### Metal 3

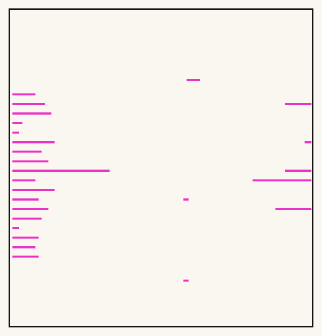
### Cell placement

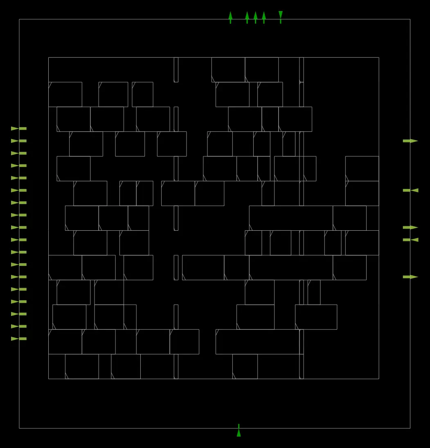
### config.mk
export PLATFORM = sky130hd
export DESIGN_NAME = hazard_ctrl
export DESIGN_NICKNAME = d
export VERILOG_FILES = /design/src/rtl/hazard_ctrl.sv
export SDC_FILE = /design/constraint.sdc
export NUM_CORES = 1
export LEC_CHECK = 0
export CAP_MARGIN = 10
export CORE_AREA = 3 3 40 42
export DETAILED_ROUTE_END_ITERATION = 10
export DIE_AREA = 0 0 43 45
export PLACE_DENSITY_LB_ADDON = 0.08
export SYNTH_ARGS = -nofsm -noshare
export SYNTH_HDL_FRONTEND = slang
export SYNTH_SLANG_ARGS = --single-unit
### constraint.sdc
create_clock -name clk -period 3.3 [get_ports clk]
set_clock_uncertainty 0.2 [all_clocks]
set_input_delay 0.495 -clock clk [delete_from_list [all_inputs] [get_ports clk]]
set_output_delay 0.495 -clock clk [all_outputs]
set_load 0.02 [all_outputs]
### src/rtl/hazard_ctrl.sv
// hazard_ctrl: pipeline hazard and stall sequencer for the 5-stage ARMv8 core.
// It resolves the hazards that forwarding cannot: load-use stalls with a
// programmable bubble count, flushes on taken branches, and freezes the
// pipeline while data memory is not ready.
//
// Parameters:
//   LOAD_USE_CYCLES  bubbles inserted per load-use hazard (legal 1..3)
//
// Ports:
//   clk, reset      rising-edge clock, asynchronous active-high reset
//   IDEXmemread     EX instruction is a load
//   IDEXrd          EX destination register
//   IFIDrn/IFIDrm   ID source register fields
//   IFIDusesrn/rm   ID instruction actually reads Rn / Rm(Rt)
//   brtaken         branch resolved taken in EX
//   dmem_wait       data memory not ready
//   PCwrite, IFIDwrite, EXMEMwrite, MEMWBwrite   load enables
//   IFIDflush       IF/ID loads a NOP
//   IDEXbubble      ID/EX loads a NOP
//   stall_active    FSM is in LDSTALL
//
// Optional feature (macro HAZARD_PERFCNT_EN):
//   perf_clr        synchronous clear of stallcount
//   stallcount      saturating count of cycles with PCwrite == 0
module hazard_ctrl #(
  parameter int unsigned LOAD_USE_CYCLES = 1
) (
  input  logic       clk,
  input  logic       reset,
  input  logic       IDEXmemread,
  input  logic [4:0] IDEXrd,
  input  logic [4:0] IFIDrn,
  input  logic [4:0] IFIDrm,
  input  logic       IFIDusesrn,
  input  logic       IFIDusesrm,
  input  logic       brtaken,
  input  logic       dmem_wait,
`ifdef HAZARD_PERFCNT_EN
  input  logic       perf_clr,
  output logic [15:0] stallcount,
`endif
  output logic       PCwrite,
  output logic       IFIDwrite,
  output logic       IFIDflush,
  output logic       IDEXbubble,
  output logic       EXMEMwrite,
  output logic       MEMWBwrite,
  output logic       stall_active
);

  typedef enum logic {RUN, LDSTALL} state_t;

  state_t     state, state_nxt;
  logic [1:0] cnt, cnt_nxt;
  logic       luh;

  // X31 reads as XZR, so a load targeting it never creates a dependency.
  assign luh = IDEXmemread && (IDEXrd != 5'd31) &&
               ((IFIDusesrn && (IDEXrd == IFIDrn)) ||
                (IFIDusesrm && (IDEXrd == IFIDrm)));

  assign stall_active = (state == LDSTALL);

  always_comb begin
    PCwrite    = 1'b1;
    IFIDwrite  = 1'b1;
    IFIDflush  = 1'b0;
    IDEXbubble = 1'b0;
    EXMEMwrite = 1'b1;
    MEMWBwrite = 1'b1;
    state_nxt  = state;
    cnt_nxt    = cnt;
    if (reset) begin
      PCwrite    = 1'b0;
      IFIDwrite  = 1'b0;
      IFIDflush  = 1'b1;
      IDEXbubble = 1'b1;
      EXMEMwrite = 1'b0;
      MEMWBwrite = 1'b0;
    end else if (dmem_wait) begin
      // Freeze everything; state and cnt hold so the stall is merely extended.
      PCwrite    = 1'b0;
      IFIDwrite  = 1'b0;
      EXMEMwrite = 1'b0;
      MEMWBwrite = 1'b0;
    end else if (brtaken) begin
      // Flush both younger stages; any load-use stall in flight is moot.
      IFIDflush  = 1'b1;
      IDEXbubble = 1'b1;
      state_nxt  = RUN;
      cnt_nxt    = '0;
    end else if (state == LDSTALL) begin
      PCwrite    = 1'b0;
      IFIDwrite  = 1'b0;
      IDEXbubble = 1'b1;
      if (cnt == 2'd1) begin
        state_nxt = RUN;
        cnt_nxt   = '0;
      end else begin
        cnt_nxt = cnt - 2'd1;
      end
    end else if (luh) begin
      PCwrite    = 1'b0;
      IFIDwrite  = 1'b0;
      IDEXbubble = 1'b1;
      // The first bubble is issued from RUN; LDSTALL covers the rest.
      if (LOAD_USE_CYCLES > 1) begin
        state_nxt = LDSTALL;
        cnt_nxt   = 2'(LOAD_USE_CYCLES - 1);
      end
    end
  end

  always_ff @(posedge clk or posedge reset) begin
    if (reset) begin
      state <= RUN;
      cnt   <= '0;
    end else begin
      state <= state_nxt;
      cnt   <= cnt_nxt;
    end
  end

`ifdef HAZARD_PERFCNT_EN
  always_ff @(posedge clk or posedge reset) begin
    if (reset) begin
      stallcount <= '0;
    end else if (perf_clr) begin
      stallcount <= '0;
    end else if (!PCwrite && (stallcount != '1)) begin
      stallcount <= stallcount + 16'd1;
    end
  end
`endif

endmodule

==> flow_summary.html <==
<h2>Implementation results</h2>
<table>
<tr><th>Metric</th><th>Value</th></tr>
<tr><th colspan="2">Critical path</th></tr>
<tr><td>Reg2Reg Setup Slack</td><td>2.10 ns</td></tr>
<tr><td>Critical-path cell list</td><td>clkdlybuf4s50_1 -&gt; xor2_1 -&gt; nor4_2 -&gt; a32oi_1 -&gt; o311a_1 -&gt; clkdlybuf4s50_1</td></tr>
<tr><td>Source of the worst register-to-register timing path</td><td>stall_active$_DFFE_PP0P_</td></tr>
<tr><td>Cell depth of the worst setup path</td><td>6</td></tr>
<tr><td>Crit path kind</td><td>input port to output pin</td></tr>
<tr><td>Longest individual stage delay on the worst path</td><td>0.54 ns</td></tr>
<tr><td>Critical Path Fanout Max</td><td>3</td></tr>
<tr><td>Worst path slowest cell</td><td>sky130_fd_sc_hd__clkdlybuf4s50_1</td></tr>
<tr><th colspan="2">STA</th></tr>
<tr><td>Final number of max-transition violations</td><td>0</td></tr>
<tr><td>Least-Margin Pin Slew</td><td>0.290 ns</td></tr>
<tr><td>Final total negative setup slack</td><td>0 ns</td></tr>
<tr><td>Setup Viol. Count Final</td><td>0</td></tr>
<tr><td>Crit path time final</td><td>3.18 ns</td></tr>
<tr><td>Period utilization</td><td>96.5%</td></tr>
<tr><th colspan="2">Floorplan</th></tr>
<tr><td>Width of the die</td><td>43 um</td></tr>
<tr><td>Die Span Y</td><td>45 um</td></tr>
<tr><td>Ports placed on the boundary</td><td>29</td></tr>
<tr><th colspan="2">Layout</th></tr>
<tr><td>Total number of multi-input combinational cells</td><td>30</td></tr>
<tr><td>Number of clock buffers in the layout</td><td>4</td></tr>
<tr><td>Logic share of the area</td><td>35.7%</td></tr>
<tr><td>Diodes inserted</td><td>0</td></tr>
<tr><td>Multi-input gate area in the final layout</td><td>229 um2</td></tr>
<tr><td>Sequential share of cell area</td><td>11.7%</td></tr>
<tr><td>Count of nets after finishing</td><td>92</td></tr>
<tr><td>Top class by area</td><td>non-clock buffers</td></tr>
<tr><th colspan="2">Route</th></tr>
<tr><td>DR DRC count</td><td>0</td></tr>
<tr><td>Routed wirelength normalized by instance count</td><td>10.5 um</td></tr>
<tr><td>Antenna-violating nets left</td><td>0</td></tr>
<tr><td>Number of vias in the routed layout</td><td>366</td></tr>
<tr><th colspan="2">Clock network</th></tr>
<tr><td>Number of buffers inserted by hold repair at cts</td><td>0</td></tr>
<tr><td>Number of buffers added by the clock tree synthesis step</td><td>3</td></tr>
<tr><th colspan="2">Run status</th></tr>
<tr><td>Outcome</td><td>finished clean</td></tr>
<tr><th colspan="2">GRT</th></tr>
<tr><td>Number of antenna violations at the first check in global routing</td><td>0</td></tr>
<tr><th colspan="2">Pwr</th></tr>
<tr><td>Power density over the cells</td><td>259 nW/um2</td></tr>
<tr><th colspan="2">Yosys</th></tr>
<tr><td>Leading post-synthesis cells by cell area</td><td>sky130_fd_sc_hd__dfrtp_1 23%, sky130_fd_sc_hd__xor2_1 21%, sky130_fd_sc_hd__xnor2_1 5.3%, sky130_fd_sc_hd__o21ai_0 4.5%, sky130_fd_sc_hd__buf_4 4.5%</td></tr>
<tr><td>Area fraction of the dominant cell type after synthesis</td><td>22.7%</td></tr>
<tr><td>Syn avg cell area</td><td>8.69 um2</td></tr>
<tr><td>Area fraction in mux cells</td><td>3.41%</td></tr>
<tr><td>Synth Area in Simple Gates</td><td>16.7%</td></tr>
<tr><th colspan="2">Placed design</th></tr>
<tr><td>RD Place Congestion</td><td>0.623</td></tr>
<tr><th colspan="2">Flow run</th></tr>
<tr><td>Count of tool warnings</td><td>26</td></tr>
</table>
-- 'Metal 3' (at the start) --
nets with wire on the layer = 24
main direction = horizontal
wire length on this layer = 96.6 um
share of all routed wire = 11%

-- 'Cell placement' (at the start) --
area of the placeable core: 1280 um2
filler cell count in the final layout: 138

[routing by layer]
layer	vias to the layer above	global-route usage [%]	part of all wire, %
met5	-	0	0
met4	0	12.7	3.2
met3	3	0.797	11
met2	26	17.1	48
met1	145	10.4	38
li1	192	-	-
[placed cells by master, fill, tap and decap left out, types with 2 or more instances in the layout]
master	count
sky130_fd_sc_hd__xor2_1	8
sky130_fd_sc_hd__inv_1	3
sky130_fd_sc_hd__xnor2_1	2
sky130_fd_sc_hd__dfrtp_1	3
sky130_fd_sc_hd__clkdlybuf4s50_1	28
sky130_fd_sc_hd__clkbuf_4	3
sky130_fd_sc_hd__o21ai_0	3
[stage by stage]
step	setup slack (ns)	area (um2)	total power (uW)	hold slack [ns]	utilization (%)
4_1_cts	0.0672	641	170	0.303	49.9
3_5_place_dp	0.0672	614	100	0.297	47.8
6_report	0.115	641	166	0.297	49.9
5_1_grt	0.00105	641	175	0.335	49.9
3_3_place_gp	0.0939	614	100	0.289	47.8
2_1_floorplan	0.952	330	61.5	0.0486	-
[report_power, final]
part           total [uW]  leakage, uW  internal [uW]  switching, uW
clock network        67.2    0.0000150           45.5           21.7
registers            37.0    0.0000419           37.0              0
logic                61.9     0.000201           37.9           24.0
total                 166     0.000258            120           45.7
[worst min-delay path by stage]
stage / start / to / slack, ns / cells after the start
global route: cnt[1]$_DFFE_PP0P_ / cnt[1]$_DFFE_PP0P_ / 0.34 / 1
CTS: cnt[1]$_DFFE_PP0P_ / cnt[1]$_DFFE_PP0P_ / 0.30 / 1
finish: cnt[1]$_DFFE_PP0P_ / cnt[1]$_DFFE_PP0P_ / 0.30 / 1
floorplan: reset / cnt[0]$_DFFE_PP0P_ / 0.05 / 1
global placement: cnt[1]$_DFFE_PP0P_ / cnt[1]$_DFFE_PP0P_ / 0.29 / 1
detailed placement: cnt[1]$_DFFE_PP0P_ / cnt[1]$_DFFE_PP0P_ / 0.30 / 1
[state kept, by name, indices dropped and copies added (netlist names)]
| signal | flops |
|---|---|
| cnt | 2 |
| stall_active | 1 |
[cells in the mapped netlist]
library cell / n
sky130_fd_sc_hd__xor2_1: 8
sky130_fd_sc_hd__dfrtp_1: 3
sky130_fd_sc_hd__inv_1: 3
sky130_fd_sc_hd__o21ai_0: 3
sky130_fd_sc_hd__buf_4: 2
sky130_fd_sc_hd__xnor2_1: 2
sky130_fd_sc_hd__a21o_1: 1
sky130_fd_sc_hd__a21oi_1: 1
sky130_fd_sc_hd__a22o_1: 1
sky130_fd_sc_hd__a32oi_1: 1
sky130_fd_sc_hd__and2_0: 1
sky130_fd_sc_hd__and2_1: 1
sky130_fd_sc_hd__ha_1: 1
sky130_fd_sc_hd__mux2_2: 1
sky130_fd_sc_hd__nand2_1: 1
sky130_fd_sc_hd__nand2b_1: 1
sky130_fd_sc_hd__nand3_1: 1
sky130_fd_sc_hd__nor2_1: 1
sky130_fd_sc_hd__nor3_1: 1
sky130_fd_sc_hd__nor4_1: 1
sky130_fd_sc_hd__nor4_2: 1
sky130_fd_sc_hd__o311a_1: 1
sky130_fd_sc_hd__o31ai_1: 1
Power figures rest on the tool's default switching activity, not on a simulated workload.
